===== src/rtl/fastram_ctrl.sv =====
// 68020 FastRAM DRAM controller: RAS/CAS sequencing, byte-lane CAS, CBR refresh.
// Define FASTRAM_AUTOCONFIG_EN to take the base address from a config-space write.
module fastram_ctrl #(
  parameter int         BANKS         = 2,
  parameter logic [3:0] BASE_DEFAULT  = 4'h2,
  parameter int         REFRESH_DIV   = 210,
  parameter int         PRECHARGE_CYC = 2
) (
  input  logic             CLKCPU,
  input  logic             RESET,
  input  logic             AS20,
  input  logic             DS20,
  input  logic             RW20,
  input  logic [23:0]      A,
  input  logic [1:0]       SIZ,
  input  logic [7:0]       D,
  output logic [1:0]       DSACK,
  output logic [BANKS-1:0] RAS,
  output logic [3:0]       CAS,
  output logic             RAMOE,
  output logic             RAM_MUX
);

  localparam int         RCW  = $clog2(REFRESH_DIV + 1);
  localparam logic [4:0] SPAN = 5'(2 * BANKS);

  typedef enum logic [3:0] {
    IDLE, ROW, COL, ACK, PRE, REF_CAS, REF_RAS, REF_PRE, CFG
  } state_t;

  state_t           state, state_nxt;
  logic [3:0]       base;
  logic             configured, shutup;
  logic [3:0]       off;
  logic             hit, cfg_hit;
  logic [1:0]       hit_bank;
  logic [2:0]       lane_n, lane_last;
  logic [3:0]       wr_cas;
  logic [RCW-1:0]   ref_cnt;
  logic             tick, pending;
  logic [7:0]       cnt;
  logic [1:0]       bank;
  logic             rd;
  logic [3:0]       cas_lat;
  logic [BANKS-1:0] bank_ras;
  logic             unused_ok;

  // Bank index is the 2 MB slot relative to the configured base.
  assign off       = A[23:20] - base;
  assign hit       = !AS20 && configured && !shutup && (A[23:20] >= base) && ({1'b0, off} < SPAN);
  assign hit_bank  = off[2:1];
  assign tick      = (ref_cnt == RCW'(REFRESH_DIV - 1));
  assign unused_ok = ^{D, A[19:2]};

`ifdef FASTRAM_AUTOCONFIG_EN
  assign cfg_hit = !AS20 && !RW20 && (A[23:16] == 8'hE8) && !configured && !shutup;

  always_ff @(posedge CLKCPU) begin
    if (RESET) begin
      base       <= 4'h0;
      configured <= 1'b0;
      shutup     <= 1'b0;
    end else if (state == IDLE && state_nxt == CFG) begin
      if (A[15:0] == 16'h0048) begin
        base       <= D[7:4];
        configured <= 1'b1;
      end else if (A[15:0] == 16'h004C) begin
        shutup <= 1'b1;
      end
    end
  end
`else
  assign cfg_hit    = 1'b0;
  assign base       = BASE_DEFAULT;
  assign configured = 1'b1;
  assign shutup     = 1'b0;
`endif

  // Write lanes: bytes offset..offset+size-1 clipped to the long word; byte k on CAS[3-k].
  always_comb begin
    lane_n    = (SIZ == 2'b00) ? 3'd4 : {1'b0, SIZ};
    lane_last = {1'b0, A[1:0]} + lane_n - 3'd1;
    wr_cas    = 4'b1111;
    for (int k = 0; k < 4; k++) begin
      if (3'(k) >= {1'b0, A[1:0]} && 3'(k) <= lane_last) wr_cas[3-k] = 1'b0;
    end
  end

  always_comb begin
    bank_ras = '1;
    for (int b = 0; b < BANKS; b++) begin
      if (bank == 2'(b)) bank_ras[b] = 1'b0;
    end
  end

  always_comb begin
    state_nxt = state;
    case (state)
      IDLE: begin
        if (pending)                state_nxt = REF_CAS;
        else if (hit)               state_nxt = ROW;
        else if (cfg_hit && !DS20)  state_nxt = CFG;
      end
      ROW:     state_nxt = COL;
      COL:     if (rd || !DS20) state_nxt = ACK;
      ACK:     if (AS20) state_nxt = PRE;
      PRE:     if (cnt == 8'd0) state_nxt = IDLE;
      REF_CAS: state_nxt = REF_RAS;
      REF_RAS: if (cnt == 8'd0) state_nxt = REF_PRE;
      REF_PRE: if (cnt == 8'd0) state_nxt = IDLE;
      CFG:     if (AS20) state_nxt = IDLE;
      default: state_nxt = IDLE;
    endcase
  end

  always_ff @(posedge CLKCPU) begin
    if (RESET) begin
      state   <= IDLE;
      ref_cnt <= '0;
      pending <= 1'b0;
      cnt     <= 8'd0;
      bank    <= 2'd0;
      rd      <= 1'b1;
      cas_lat <= 4'b1111;
    end else begin
      state   <= state_nxt;
      ref_cnt <= tick ? '0 : ref_cnt + RCW'(1);
      // Clearing on refresh entry beats a coincident tick, so that tick is dropped.
      if (state == IDLE && pending) pending <= 1'b0;
      else if (tick)                pending <= 1'b1;

      if (state_nxt != state) begin
        case (state_nxt)
          PRE, REF_PRE: cnt <= 8'(PRECHARGE_CYC - 1);
          REF_RAS:      cnt <= 8'd1;
          default:      cnt <= 8'd0;
        endcase
      end else if (cnt != 8'd0) begin
        cnt <= cnt - 8'd1;
      end

      if (state == IDLE && state_nxt == ROW) begin
        bank    <= hit_bank;
        rd      <= RW20;
        cas_lat <= RW20 ? 4'b0000 : wr_cas;
      end
    end
  end

  always_comb begin
    DSACK   = 2'b11;
    RAS     = '1;
    CAS     = 4'b1111;
    RAMOE   = 1'b1;
    RAM_MUX = 1'b0;
    case (state)
      ROW: RAS = bank_ras;
      COL: begin
        RAS     = bank_ras;
        RAM_MUX = 1'b1;
      end
      ACK: begin
        RAS     = bank_ras;
        RAM_MUX = 1'b1;
        CAS     = cas_lat;
        DSACK   = 2'b00;
        RAMOE   = !rd;
      end
      REF_CAS: CAS = 4'b0000;
      REF_RAS: begin
        CAS = 4'b0000;
        RAS = '0;
      end
      CFG:     DSACK = 2'b00;
      default: ;
    endcase
  end

endmodule


===== config.mk =====
export PLATFORM = sky130hd
export DESIGN_NAME = fastram_ctrl
export DESIGN_NICKNAME = d
export VERILOG_FILES = /design/src/rtl/fastram_ctrl.sv
export SDC_FILE = /design/constraint.sdc
export NUM_CORES = 1
export LEC_CHECK = 0
export ABC_AREA = 1
export CORE_UTILIZATION = 30
export DETAILED_ROUTE_END_ITERATION = 8
export DONT_BUFFER_PORTS = 1
export SLEW_MARGIN = 20
export SYNTH_ARGS = -nofsm -noshare
export SYNTH_HDL_FRONTEND = slang
export SYNTH_SLANG_ARGS = --single-unit

===== constraint.sdc =====
create_clock -name CLKCPU -period 1.5 [get_ports CLKCPU]
set_input_delay 0.15 -clock CLKCPU [delete_from_list [all_inputs] [get_ports CLKCPU]]
set_output_delay 0.15 -clock CLKCPU [all_outputs]
set_load 0.1 [all_outputs]

==> Changelog: implementation <==
### Physical design

- Status: finished, violations left
- Failing checks: setup timing
- Min-Delay Path Class: primary input to flip-flop
- Die Y: 76.3 um
- Hold path endpoint: cas_lat[3]$_SDFFE_PP1P_
- Post-synth cell types: 26
- Sequential share of power: 25.9%
- Power Density: 1530 mW/mm^2
- Setup WS post-layout: -0.0631 ns
- Fin nets: 333
- Final setup fails: 16
- Setup Slack @ Placement: -0.123 ns
- ClkCell Share: 2.71%
- GR Overflow Total: 0
- Sequential Power: 970 uW
- Total negative slack: -0.682 ns
- Worst reg2reg path depth: 12
- Setup Buffers After CTS: 3
- Most numerous logic cell after layout: nand2_1
- Share of cells above drive strength 1: 36.8%
- Final wirelength: 3.60 mm
- WS Path Type: flip-flop to output port
- Design area: 0.00245 mm^2
- Pre-antenna DRT Iters: 4
- Reg2reg setup slack: -0.06 ns
- Clk pwr share: 14.5%
- Worst-Margin Slew: 0.355 ns
- Clk pwr: 541 uW
- Top cells by area: dfxtp_1 (34%), nand2_1 (13%), inv_1 (9.3%)
- Vias per cell: 4.49
- Yosys stat cell total: 246
- Row count: 26
- Period utilisation layout: 104%
- Pleak: 0.00111 uW
- Worst path depth: 6
- YS warnings: 0
- Yosys synthesis chip area: 0.00165 mm^2
- Clock buffer count: 4
- Initial Utilization: 31.8%
- Drt drc: 0
- Syn_area_per_cell: 6.72 um^2
- Worst EP arrival: 1.41 ns
==> kinds of logic (layout without fill, tap and decap cells) <==
family | after synthesis | in the layout | share of synthesized area (%)
AND-OR/OR-AND | 24 | 24 | 7.56
XOR/XNOR | 10 | 10 | 5.30
adder cells (fa/ha/maj) | 8 | 8 | 6.05
buffers and inverters | 46 | 85 | 10.7
flip-flops | 28 | 28 | 33.9
AND/OR/NAND/NOR | 130 | 130 | 36.5
==> sequential cells by signal, summed over array words and instances, names as in the netlist <==
signal / cells
cnt: 8
ref_cnt: 8
cas_lat: 4
state: 4
bank: 2
pending: 1
rd: 1
==> per-layer routing <==
metal | GRT usage [%] | share of wire, %
met1 | 17.1 | 46
met2 | 21.9 | 49
met3 | 1.32 | 3.2
met4 | 3.46 | 1.4
met5 | 0 | 0
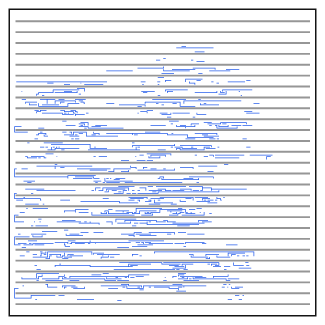
Fig. 1. M1 wires.
(4 px per um) Supply wires on this layer in grey.
The layer carries 1,670 um of wire. The wires run mostly horizontal. The longest straight run is 24.8 um.
via count: 1,594
met1 Use GR: 17.1%

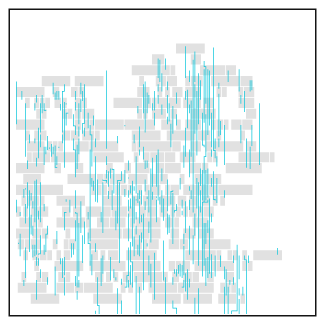
Fig. 2. Metal 2.
(4 px per um) Cells faint in the background.
252 nets have wire on it. The layer carries 1,760 um of wire.

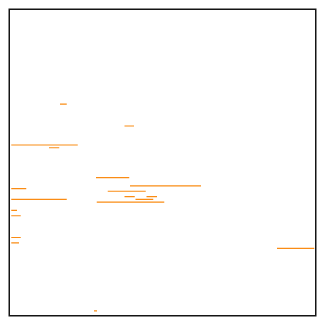
Fig. 3. M3 wires.
(4 px per um)
The longest straight run is 17.5 um. The layer holds 3.2% of the routed length. The wires run mostly horizontal. The layer carries 115 um of wire.

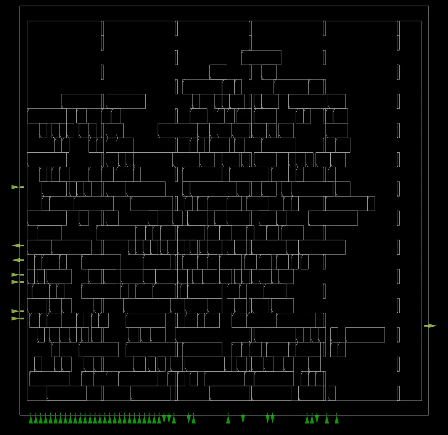
Fig. 4. Cell placement.
sequential share of cell area: 23.5%
Cell Count, Final, Fillers Out: 355
Post-Route Utilization: 47.0%
TAP cells: 70
layout sequential cell count: 28

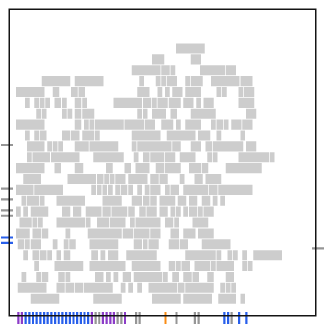
Fig. 5. I/O pins on the die edge.
(4 px per um) Pins as bars across the die edge, other pins in grey.
Orange stands for `AS20`, pins 1, direction input, edge bottom. Purple stands for `D`, pins 8, direction input, edge bottom. Blue stands for `A`, pins 24, direction input, edge 22 bottom, 2 left.
All pins by edge: 41 bottom, 7 left, 1 right.

No activity file was given, so power comes from the tool's default toggle rates.
